==> config.mk <==
export PLATFORM = sky130hd
export DESIGN_NAME = contador_bcd_9999
export DESIGN_NICKNAME = d
export VERILOG_FILES = /design/src/rtl/contador_pkg.sv /design/src/rtl/digito_bcd.sv /design/src/rtl/contador_bcd_9999.sv
export SDC_FILE = /design/constraint.sdc
export NUM_CORES = 1
export LEC_CHECK = 0
export ABC_AREA = 1
export CORE_MARGIN = 5
export CORE_UTILIZATION = 45
export DETAILED_ROUTE_END_ITERATION = 8
export GPL_TIMING_DRIVEN = 1
export PLACE_DENSITY = 0.7
export RECOVER_POWER = 25
export SLEW_MARGIN = 10
export SYNTH_ARGS = -nofsm -noshare
export SYNTH_HDL_FRONTEND = slang
export SYNTH_SLANG_ARGS = --single-unit
==> constraint.sdc <==
create_clock -name clk -period 1.6 [get_ports clk]
set_input_delay 0.4 -clock clk [delete_from_list [all_inputs] [get_ports clk]]
set_output_delay 0.4 -clock clk [all_outputs]
set_load 0.01 [all_outputs]
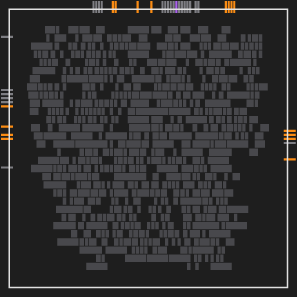
**Above:** run 1 (I/O pins on the die edge).
Scale: 3 px per µm. Pins as bars across the die edge, other pins in gray.
purple -> load  # pins 1, direction input, edge north
orange -> q  # pins 16, direction output, edge 8 north, 4 east, 4 west
DIE WIDTH: 92.3 µm
die height: 92.3 µm
Port Buffer Count: 39

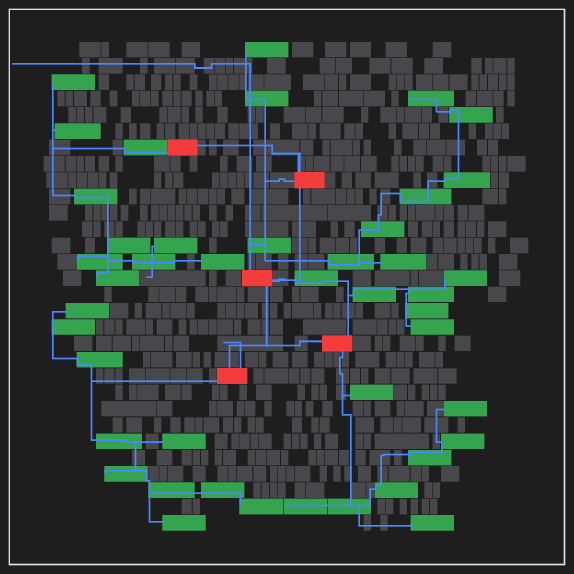
**Above:** run 1 (clock wires, drivers and flops).
Scale: 6 px per µm.
green -> flip-flops  # count 44
red -> cells driving clock nets  # count 5
blue -> clock wires  # length 648 µm
flops lie = all over the die
routed clock nets = 6
clk latency late pin: 0.31 ns
clk_skew: 0.0113 ns
clock share of power: 41.9%
Clk power: 1.20 mW

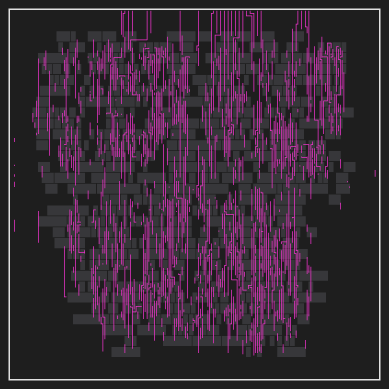
**Above:** run 1 (M2 wires).
Scale: 4 px per µm. Cells faint in the background.
main direction = vertical
wire length on this layer = 3970 µm
share of all routed wire = 46%
final WL: 8610 µm
via count: 3511
GR met2 Demand/Resource: 30.6%

==> changes_impl.md, run 1 <==
### Changed

- Power Density: 670 nW/µm²
- Highest fanout seen on the critical path: 6
- Adder share: 0.411%
- DRC viols: 0
- CTS Root Cell: clkbuf_8
- Max Fclk: 0.611 GHz
- CP arrival: 1.83 ns
- P&R area growth vs syn: 40.2%
- Post-Synthesis Cells: 505
- Gr usage total: 19.9%
- Number of logged tool warnings: 28
- Place WS: -0.456 ns
- Clock tree from TritonCTS: yes
- CP Data Required Time: 1.80 ns
- Sw Pwr: 733 µW
- Clk sinks: 44
- Post-Layout Cell Count: 680
- Mean Syn Cell Area: 6.03 µm²
- Worst setup margin: -0.0359 ns
- Share of power burned in registers: 40.8%
- Crit Path Class: input pin to register
- Dominant logic cell type in the layout: nand2_1
- Ys cells: 505
- Ao+oa area frac: 13.0%
- Startpoint Class: input pin
- First drt pass iteration count: 5
- Crit end category: register
- Number of nets in the layout: 622
- 1st-iter DRT viols: 249
- Worst R2R Setup Slack: -0.03 ns
- Maximum vdd drop: 0.000454 V
- Number of flip-flops in the largest register: 26
- Synth Register Bits: 44
- # placed instances: 668
- Hold Vio Cnt, Final: 0
- Largest logic family: simple AND/OR/NAND/NOR gates
- Largest net degree at the start of global routing: 18
- Slew margin rel.: 77.9%
- GRT Residual Overflow: 0
- Synth mux share: 0%
- Period minus WS final: 1.64 ns
- Avg WL per Cell: 12.7 µm
- Max Cap Violations: 0
- Int Power: 2.13 mW
- Worst hold stages: 2
- Final setup fails: 7
- FF/Latch Area: 897 µm²
- Worst-Margin Slew: 0.330 ns
- Yosys Warn Count: 0
- First-pass GRT wire length: 14100 µm
- Number of nets at floorplan: 528
- Seq/Total Area, Yosys: 28.9%
- Die Size: 8520 µm²
- Clock buffer depth: 2
- Row cnt: 30
- CTS clock-pin slew for the worst setup and hold paths: 0.09 ns
- Failing checks: setup timing
- Initial antenna violation count: 0
- Final RePlAce weighted congestion: 0.897
- Final worst path period share: 102%
- ANT nets after route: 0
- YS chip area: 3050 µm²
- Vias/cell: 5.16
- Comb power frac: 17.3%
- HPWL after detailed placement: 6420 µm
- Outcome: finished with violations
- Hold Crit Class: register to register
- Yosys xor share: 2.01%
- Leakage power: 1.89 nW
- Inserted Diodes: 0
- Cell Type Count: 38
- Mapped Area: 3050 µm²
- Core Util at FP: 45.6%
- CTS H-tree depth: 2
- Vias in the first global route: 3084
- Slew Viols, Final: 0
- Num ports: 40
- Comb. cell area: 2050 µm²
- Total CTS buffers: 5
## run 1: metrics by stage
step / hold slack (ns) / total power, mW / instance area [µm²] / setup TNS, ns
3_3_place_gp: 0.452 / 1.66 / 3900 / -14.33
2_1_floorplan: 0.434 / 1.45 / 3050 / 0
5_1_grt: 0.495 / 2.98 / 4270 / -2.03
4_1_cts: 0.476 / 2.86 / 4110 / -0.0578
6_report: 0.478 / 2.86 / 4270 / -0.144
3_5_place_dp: 0.462 / 1.67 / 3900 / -15.43
## run 1: metal layers
layer | track usage, % | up-vias | share of wire [%]
met3 | 2.95 | 10 | 4.8
met2 | 30.6 | 88 | 46
met4 | 5.94 | 0 | 1.2
li1 | - | 1824 | -
met1 | 28.5 | 1589 | 48
met5 | 0 | - | 0
## run 1: timing repair
item,4_1_cts,5_1_grt
hold buffers,0,0
endpoints found under the setup margin,51,38
gates resized,45,32
setup buffers,0,3
pin swaps,9,11
hold endpoints to repair,0,0
cloned,0,1
## run 1: worst max-delay path: stages
cell and delay [ns]:
clkdlybuf4s50_1 0.48, inv_1 0.12, nand2_1 0.10, nand2_1 0.08, nor2_4 0.19, nand4_4 0.20
nand2_4 0.14, nand2_2 0.04, nand2_1 0.05, nor2_1 0.03
## run 1: cell type report
type	count	area share [%]
Multi-Input combinational cell	391	47.9
Clock inverter	3	2.11
Tap cell	80	2.34
Inverter	61	5.42
Timing Repair Buffer	96	19.6
Clock buffer	5	1.61
Sequential cell	44	21.0
## run 1: power groups by stage
stage | combinational, mW | sequential [mW] | clock [mW]
6_report | 0.496 | 1.17 | 1.20
5_1_grt | 0.553 | 1.17 | 1.25
4_1_cts | 0.474 | 1.17 | 1.22
3_5_place_dp | 0.479 | 1.19 | 0
3_3_place_gp | 0.470 | 1.19 | 0
2_1_floorplan | 0.258 | 1.19 | 0
## run 1: logic make-up after synthesis
logic type	count (synthesis)
and+or+nand+nor	308
AOI/OAI and AO/OA	75
buffers and inverters	70
DFF	44
xor gates and xnor gates	7
adders and majority gates	1
## run 1: cell usage after synthesis (all sizes together)
cell type  count  area [µm²]
dfxtp         44         881
nand2        134         533
o31ai          1        7.51
nand4         13        96.3
xor2           6        52.6
buf            5        30.0
a211oi         1        7.51
nand3         36         205
inv           61         229
nor3          17        96.4
a31oi          1        6.26
a22oi          1        7.51
o211ai         1        7.51
a21oi         32         160
o22ai          1        6.26
clkbuf         4        16.3
nor3b          2        15.0
xnor2          1        8.76
o21ai         34         170
ha             1        12.5
a21boi         1        7.51
or2            1        6.26
a21o           2        15.0
nor4           2        18.8
nor2         103         450
==> run 1 -> run 2 <==
--- a/config.mk
+++ b/config.mk
@@ -7,12 +7,13 @@
 export LEC_CHECK = 0
 export ABC_AREA = 1
 export CORE_MARGIN = 5
-export CORE_UTILIZATION = 45
+export CORE_UTILIZATION = 56
 export DETAILED_ROUTE_END_ITERATION = 8
 export GPL_TIMING_DRIVEN = 1
-export PLACE_DENSITY = 0.7
+export PLACE_DENSITY = 0.81
 export RECOVER_POWER = 25
 export SLEW_MARGIN = 10
 export SYNTH_ARGS = -nofsm -noshare
 export SYNTH_HDL_FRONTEND = slang
 export SYNTH_SLANG_ARGS = --single-unit
+export TNS_END_PERCENT = 100
==> constraint.sdc (replaced) <==
create_clock -name clk -period 1.8 [get_ports clk]
set_input_delay 0.45 -clock clk [delete_from_list [all_inputs] [get_ports clk]]
set_output_delay 0.45 -clock clk [all_outputs]
set_load 0.01 [all_outputs]
==> run 2 against run 1 <==
  * The run now ends clean
  * Count of clock-buffer cells in the layout grew 1
  * Register-to-register slack gained 0.15 ns
  * Setup slack gained 0.094 ns
  * Synthesized cell count is the same
  * Clock power shrank 31%
  * Critical path depth shrank 9
  * Sequential share of layout area grew 1.6 points
  * Combinational power shrank 13%
  * Via count shrank 0.71%
  * Global-route usage grew 3.8 points
  * Largest power group is now registers
==> changes_impl.md, run 2 <==
### Changed

- # placed instances: 644
- Vias/cell: 5.34
- FF/Latch Area: 892 µm²
- Top cells by count: 126 x nand2_1, 91 x nor2_1, 51 x inv_1
- Worst R2R Setup Slack: 0.12 ns
- Highest fanout seen on the critical path: 5
- Bufs and invs on worst path: 1
- Port Buffer Count: 39
- Post-synth top area cell: dfxtp_1
- Total CTS buffers: 5
- Number of flip-flops in the largest register: 26
- Ys cells: 505
- Die Size: 7020 µm²
- Outcome: completed
- CP arrival: 1.29 ns
- Count of library flops with an enable pin: 0
- Seq/Total Area, Yosys: 28.9%
- Final worst path period share: 96.8%
- Clock buffer depth: 2
- Clk_skew: 0.0103 ns
- GRT Residual Overflow: 0
- Levels on crit path: 1
- Most frequent cell after synthesis: nand2_1
- Mapped Area: 3050 µm²
- Slew Viols, Final: 0
- Row cnt: 26
- P&R area growth vs syn: 29.4%
- Most used DFF post-synth: dfxtp_1
- Highest cell delay on the worst timing path: 0.57 ns
- Max Cap Violations: 0
- Post-synth top area share: 28.9%
- Clk sinks: 44
- YS chip area: 3050 µm²
- 1st-iter DRT viols: 241
- Hold Crit Class: register to register
- DIE WIDTH: 83.8 µm
- Core Util at FP: 58.5%
- Post-Synthesis Cells: 505
- Yosys xor share: 2.01%
- Mean Syn Cell Area: 6.03 µm²
- Yosys Warn Count: 0
- Synth mux share: 0%
- Crit end category: primary output
- Gr usage total: 23.6%
- Maximum vdd drop: 0.000529 V
- Synth Register Bits: 44
- First drt pass iteration count: 5
- Number of logged tool warnings: 26
- Worst hold stages: 2
- Cells along the critical path: clkdlybuf4s50_1
- HPWL after detailed placement: 6430 µm
- Vias in the first global route: 3107
- Setup_tns: 0 ns
- CP top delay family: buffers and inverters
- Comb. cell area: 1910 µm²
- Largest net degree at the start of global routing: 16
- Largest logic family: simple AND/OR/NAND/NOR gates
- CTS clock-pin slew for the worst setup and hold paths: 0.09 ns
- Startpoint Class: register
- Num ports: 40
- Max Fclk: 0.574 GHz
- Number of nets at floorplan: 528
- Final setup fails: 0
- First-pass GRT wire length: 14000 µm
- Clock tree from TritonCTS: yes
- Power Density: 583 nW/µm²
- Async SR Flop Fraction: 0%
[run 2: cell counts after synthesis]
No cell type changed its count.
[run 2: final cells by class]
type,instances,area share [%]
multi-input combinational,391,48.4
sequential,44,22.6
timing repair buffer,79,17.8
inverter,61,5.81
tap,70,2.22
clock buffer,6,2.10
clock inverter,2,0.984
[run 2: metal layers]
metal  vias up  GRT usage (%)  share of wire (%)
met2       133           37.7                 46
met1      1567           33.2                 47
li1       1780              -                  -
met4         0           5.85               0.86
met5         -              0                  0
met3         6           3.75                6.1
[run 2: where the power goes]
group	internal, mW	leakage, nW	switching [mW]
logic	0.202	1.26	0.232
clock network	0.454	0.0614	0.368
registers	1.00	0.361	0.0393
[run 2: cell families after synthesis]
kind of cell               count (synthesis)
adders and majority gates                  1
buffers and inverters                     70
DFF                                       44
AOI/OAI and AO/OA                         75
and+or+nand+nor                          308
xor gates and xnor gates                   7
[run 2: timing repair]
action                                  4_1_cts  5_1_grt
buffers inserted                              0        1
hold buffers                                  0        0
pin swaps                                     1        1
resized                                       4       11
endpoints found under the setup margin        5       31
[run 2: stage by stage]
step,cell area (µm²),setup slack [ns]
detailed placement,3780,-0.335
CTS,3910,0.00396
floorplan,3050,0.223
global route,3940,0.00159
global placement,3780,-0.278
finish,3940,0.0584
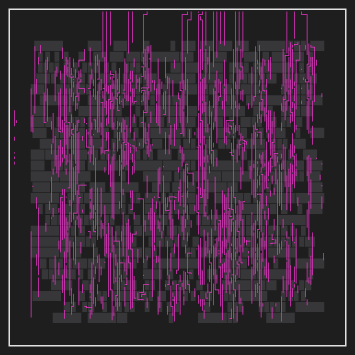
**Above:** run 2 (M2 wires).
Scale: 4 px per µm. Cells faint in the background.
nets with wire on the layer = 496
share of all routed wire = 46%
main direction = vertical
wire length on this layer = 3830 µm
via count: 3486
final WL: 8390 µm
GR met2 Demand/Resource: 37.7%

Power and IR drop assume default switching activity.
